## src/rtl/playfield_mem_pkg.sv

```systemverilog
// Shared definitions for the playfield memory: default geometry and the
// control FSM state encoding.
package playfield_mem_pkg;

  localparam int unsigned PF_MEM_WIDTH  = 4;  // playfield columns
  localparam int unsigned PF_MEM_HEIGHT = 4;  // playfield rows, row 0 on top
  localparam int unsigned PF_WIDTH      = 8;  // coordinate / bus / counter field width
  localparam int unsigned PF_CELLS      = 4;  // cells per piece

  typedef enum logic [1:0] {
    IDLE  = 2'd0,
    WRITE = 2'd1,
    SCAN  = 2'd2,
    SHIFT = 2'd3
  } pf_state_e;

endpackage

```

## src/rtl/playfield_mem_surface_calc.sv

```systemverilog
// Combinational surface extraction: for every column, the index of the
// topmost occupied row, or MEM_HEIGHT when the column is empty.
// Ports:
//   i_grid  grid, i_grid[row][col], 1 = occupied
//   o_bus   per-column surface row, column 0 in the MSBs
module playfield_mem_surface_calc
  import playfield_mem_pkg::*;
#(
  parameter int unsigned MEM_WIDTH  = PF_MEM_WIDTH,
  parameter int unsigned MEM_HEIGHT = PF_MEM_HEIGHT,
  parameter int unsigned WIDTH      = PF_WIDTH
) (
  input  logic [MEM_HEIGHT-1:0][MEM_WIDTH-1:0] i_grid,
  output logic [WIDTH*MEM_WIDTH-1:0]           o_bus
);

  always_comb begin
    o_bus = '0;
    for (int unsigned c = 0; c < MEM_WIDTH; c++) begin
      o_bus[WIDTH*(MEM_WIDTH-c)-1 -: WIDTH] = WIDTH'(MEM_HEIGHT);
      // Walk bottom-up so the topmost occupied row is written last.
      for (int unsigned i = 0; i < MEM_HEIGHT; i++) begin
        if (i_grid[MEM_HEIGHT-1-i][c]) begin
          o_bus[WIDTH*(MEM_WIDTH-c)-1 -: WIDTH] = WIDTH'(MEM_HEIGHT-1-i);
        end
      end
    end
  end

endmodule

```

## src/rtl/playfield_mem.sv

```systemverilog
// Playfield memory: commits a four-cell piece into the grid, then clears
// full rows bottom-up, shifting the rows above down by one per cycle.
// Ports:
//   clk, rst       clock, asynchronous active-high reset
//   is_write_mem   one-cycle commit request
//   coord_x/_y     cell 0..3 coordinates, cell 0 in the MSBs
//   bus            per-column surface row, column 0 in the MSBs
//   busy           commit or clear in progress
//   done           one-cycle pulse when a commit fully completes
//   dropped        one-cycle pulse when a request arrives while busy
//   lines          running count of cleared rows
module playfield_mem
  import playfield_mem_pkg::*;
#(
  parameter int unsigned MEM_WIDTH  = PF_MEM_WIDTH,
  parameter int unsigned MEM_HEIGHT = PF_MEM_HEIGHT,
  parameter int unsigned WIDTH      = PF_WIDTH
) (
  input  logic                       clk,
  input  logic                       rst,
  input  logic                       is_write_mem,
  input  logic [WIDTH*PF_CELLS-1:0]  coord_x,
  input  logic [WIDTH*PF_CELLS-1:0]  coord_y,
  output logic [WIDTH*MEM_WIDTH-1:0] bus,
  output logic                       busy,
  output logic                       done,
  output logic                       dropped,
  output logic [WIDTH-1:0]           lines
);

  pf_state_e r_state, w_next_state;

  logic [MEM_HEIGHT-1:0][MEM_WIDTH-1:0] r_grid;
  logic [MEM_HEIGHT-1:0][MEM_WIDTH-1:0] w_mask;
  logic [MEM_HEIGHT-1:0][MEM_WIDTH-1:0] w_shift_src;
  logic [WIDTH*PF_CELLS-1:0]            r_cx, r_cy;
  logic [WIDTH-1:0]                     r_scan, r_shift, r_lines;
  logic                                 r_done, r_dropped;
  logic w_row_full, w_scan_zero, w_shift_zero, w_eval, w_full, w_finish;

  assign w_scan_zero  = (r_scan == '0);
  assign w_shift_zero = (r_shift == '0);

  // The last SHIFT step (s=0) also performs the re-scan of the scan row:
  // rows >= 1 already hold their final shifted contents by then, so the
  // scan decision is taken in that cycle instead of a separate SCAN cycle.
  // Row 0 is being emptied in that step, so it can never re-test as full.
  assign w_eval = (r_state == SCAN) || (r_state == SHIFT && w_shift_zero);
  assign w_full = (r_state == SHIFT) ? (w_row_full && !w_scan_zero) : w_row_full;

  always_comb begin
    w_row_full = 1'b0;
    for (int unsigned r = 0; r < MEM_HEIGHT; r++) begin
      if (r_scan == WIDTH'(r)) w_row_full = &r_grid[r];
    end
  end

  // Out-of-range cells match no grid position and are simply skipped.
  always_comb begin
    w_mask = '0;
    for (int unsigned k = 0; k < PF_CELLS; k++) begin
      for (int unsigned r = 0; r < MEM_HEIGHT; r++) begin
        for (int unsigned c = 0; c < MEM_WIDTH; c++) begin
          if (r_cx[WIDTH*(PF_CELLS-k)-1 -: WIDTH] == WIDTH'(c) &&
              r_cy[WIDTH*(PF_CELLS-k)-1 -: WIDTH] == WIDTH'(r)) begin
            w_mask[r][c] = 1'b1;
          end
        end
      end
    end
  end

  always_comb begin
    w_shift_src = '0;
    for (int unsigned r = 1; r < MEM_HEIGHT; r++) begin
      w_shift_src[r] = r_grid[r-1];
    end
  end

  always_ff @(posedge clk or posedge rst) begin
    if (rst) r_state <= IDLE;
    else     r_state <= w_next_state;
  end

  always_comb begin
    w_next_state = r_state;
    w_finish     = 1'b0;
    case (r_state)
      IDLE:  if (is_write_mem) w_next_state = WRITE;
      WRITE: w_next_state = SCAN;
      SCAN, SHIFT: begin
        if (w_eval) begin
          if (w_full) begin
            w_next_state = SHIFT;
          end else if (w_scan_zero) begin
            w_next_state = IDLE;
            w_finish     = 1'b1;
          end else begin
            w_next_state = SCAN;
          end
        end
      end
      default: w_next_state = IDLE;
    endcase
  end

  always_ff @(posedge clk or posedge rst) begin
    if (rst) begin
      r_grid    <= '0;
      r_cx      <= '0;
      r_cy      <= '0;
      r_scan    <= '0;
      r_shift   <= '0;
      r_lines   <= '0;
      r_done    <= 1'b0;
      r_dropped <= 1'b0;
    end else begin
      r_done    <= w_finish;
      r_dropped <= is_write_mem && (r_state != IDLE);
      if (r_state == IDLE && is_write_mem) begin
        r_cx <= coord_x;
        r_cy <= coord_y;
      end
      if (r_state == WRITE) begin
        r_grid <= r_grid | w_mask;
        r_scan <= WIDTH'(MEM_HEIGHT - 1);
      end
      if (r_state == SHIFT) begin
        for (int unsigned r = 0; r < MEM_HEIGHT; r++) begin
          if (r_shift == WIDTH'(r)) r_grid[r] <= w_shift_src[r];
        end
        if (w_shift_zero) r_lines <= r_lines + WIDTH'(1);
        else              r_shift <= r_shift - WIDTH'(1);
      end
      if (w_eval) begin
        if (w_full)            r_shift <= r_scan;
        else if (!w_scan_zero) r_scan  <= r_scan - WIDTH'(1);
      end
    end
  end

  playfield_mem_surface_calc #(
    .MEM_WIDTH (MEM_WIDTH),
    .MEM_HEIGHT(MEM_HEIGHT),
    .WIDTH     (WIDTH)
  ) u_surface_calc (
    .i_grid(r_grid),
    .o_bus (bus)
  );

  assign busy    = (r_state != IDLE);
  assign done    = r_done;
  assign dropped = r_dropped;
  assign lines   = r_lines;

endmodule

```

## config.mk

```make
export PLATFORM = sky130hd
export DESIGN_NAME = playfield_mem
export DESIGN_NICKNAME = d
export VERILOG_FILES = /design/src/rtl/playfield_mem_pkg.sv /design/src/rtl/playfield_mem_surface_calc.sv /design/src/rtl/playfield_mem.sv
export SDC_FILE = /design/constraint.sdc
export NUM_CORES = 1
export LEC_CHECK = 0
export CAP_MARGIN = 20
export CORE_MARGIN = 8
export CORE_UTILIZATION = 50
export DETAILED_ROUTE_END_ITERATION = 6
export GPL_TIMING_DRIVEN = 0
export PLACE_DENSITY = 0.78
export SKIP_LAST_GASP = 1
export SLEW_MARGIN = 20
export SYNTH_ARGS = -nofsm -noshare
export SYNTH_HDL_FRONTEND = slang
export SYNTH_SLANG_ARGS = --single-unit
```

## constraint.sdc

```tcl
create_clock -name clk -period 8.4 [get_ports clk]
set_input_delay 1.68 -clock clk [delete_from_list [all_inputs] [get_ports clk]]
set_output_delay 1.68 -clock clk [all_outputs]
set_load 0.02 [all_outputs]
```

==> flow_summary.ini <==
; physical design summary
[cts]
cts_inserted_buffers = 9
holdBufCountCts = 0
cts_root_buf = clkbuf_8

[hold_path]
hold_class = flop to flop
min_from = lines[7]

[grt]
grt_max_degree = 62
grt_util_met1_pct = 23.9

[setup_path]
cp.buffers_inverters = 4
endpoint_kind = flop

[sta]
fin_setup_tns_ps = 0
hold_viol = 0
worst_hold_slack_ps = 479
max_freq_mhz = 281
clock-skew-final_ps = 12.9

[layout]
area.growth.synth_to_final_pct = 25.0
diodes = 0
sh_seq_area_pct = 39.1
fin_area_sq_mm = 0.00692
num-clock-buffers = 9
num-nonclk-inverters = 20
final_cells = 782
final_cell_mix = dfrtp_1, clkdlybuf4s50_1, mux2_2
regArea_sq_mm = 0.00270

[routing]
met2RoutedLength_um = 6770
drt-met1-wl_um = 5890
top_layer = met4
via_per_inst = 5.66

[synthesis]
synth_top_cell_by_count = dfrtp_1
synth_area_sq_mm = 0.00553
synth.distinct_cells = 54
synth_area_per_cell_sq_um = 10.7
synth_area_leader_cell = dfrtp_1

[die]
die_w_um = 121

[power]
power.group.top = sequential cells
total_power_mw = 2.22
pg_seq_mw = 0.985

[run_status]
outcome = finished, final reports clean
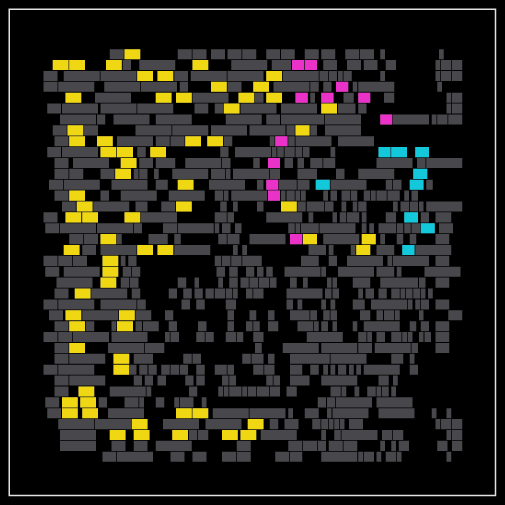
(images/logic_types.png)
Scale: 4 px per um.
Key: yellow = multiplexers [cells 68, most used mux2_2]; magenta = XOR/XNOR gates [cells 12, most used xnor2_1, where top middle]; cyan = AND-OR and OR-AND gates [cells 9]

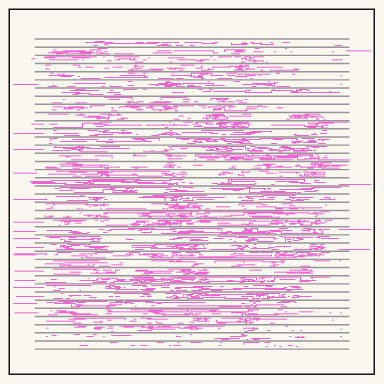
(images/layer_met1.png)
Scale: 3 px per um. Supply wires on this layer in grey.
The layer holds 42% of the routed length. 642 nets have wire on it.

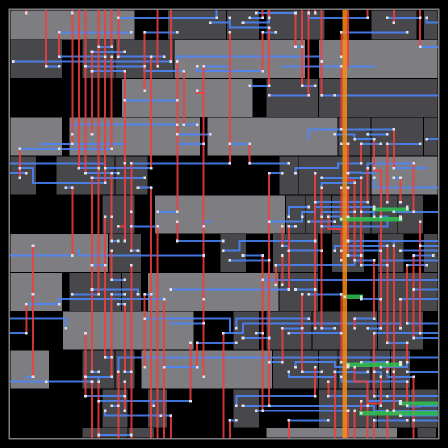
(images/detail.png)
Region (46, 70) to (76, 100) um. Cells in grey, sequential cells in the stronger grey; small squares are vias.
Key: red = metal 2; orange = metal 4; green = metal 3; blue = metal 1
Most frequent: dfrtp_1 (12), nor3_1 (6). Netlist names of flops here include r_cx (5), r_shift (5). Sequential cells in the window: 12. 61 logic cells have their middle in the window.

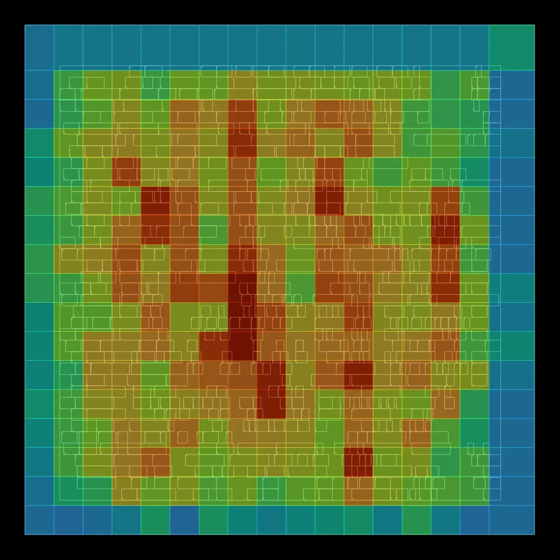
(images/congestion.png)
GRT met3 Usage: 4.61%
drt wl/cell: 17.8 um

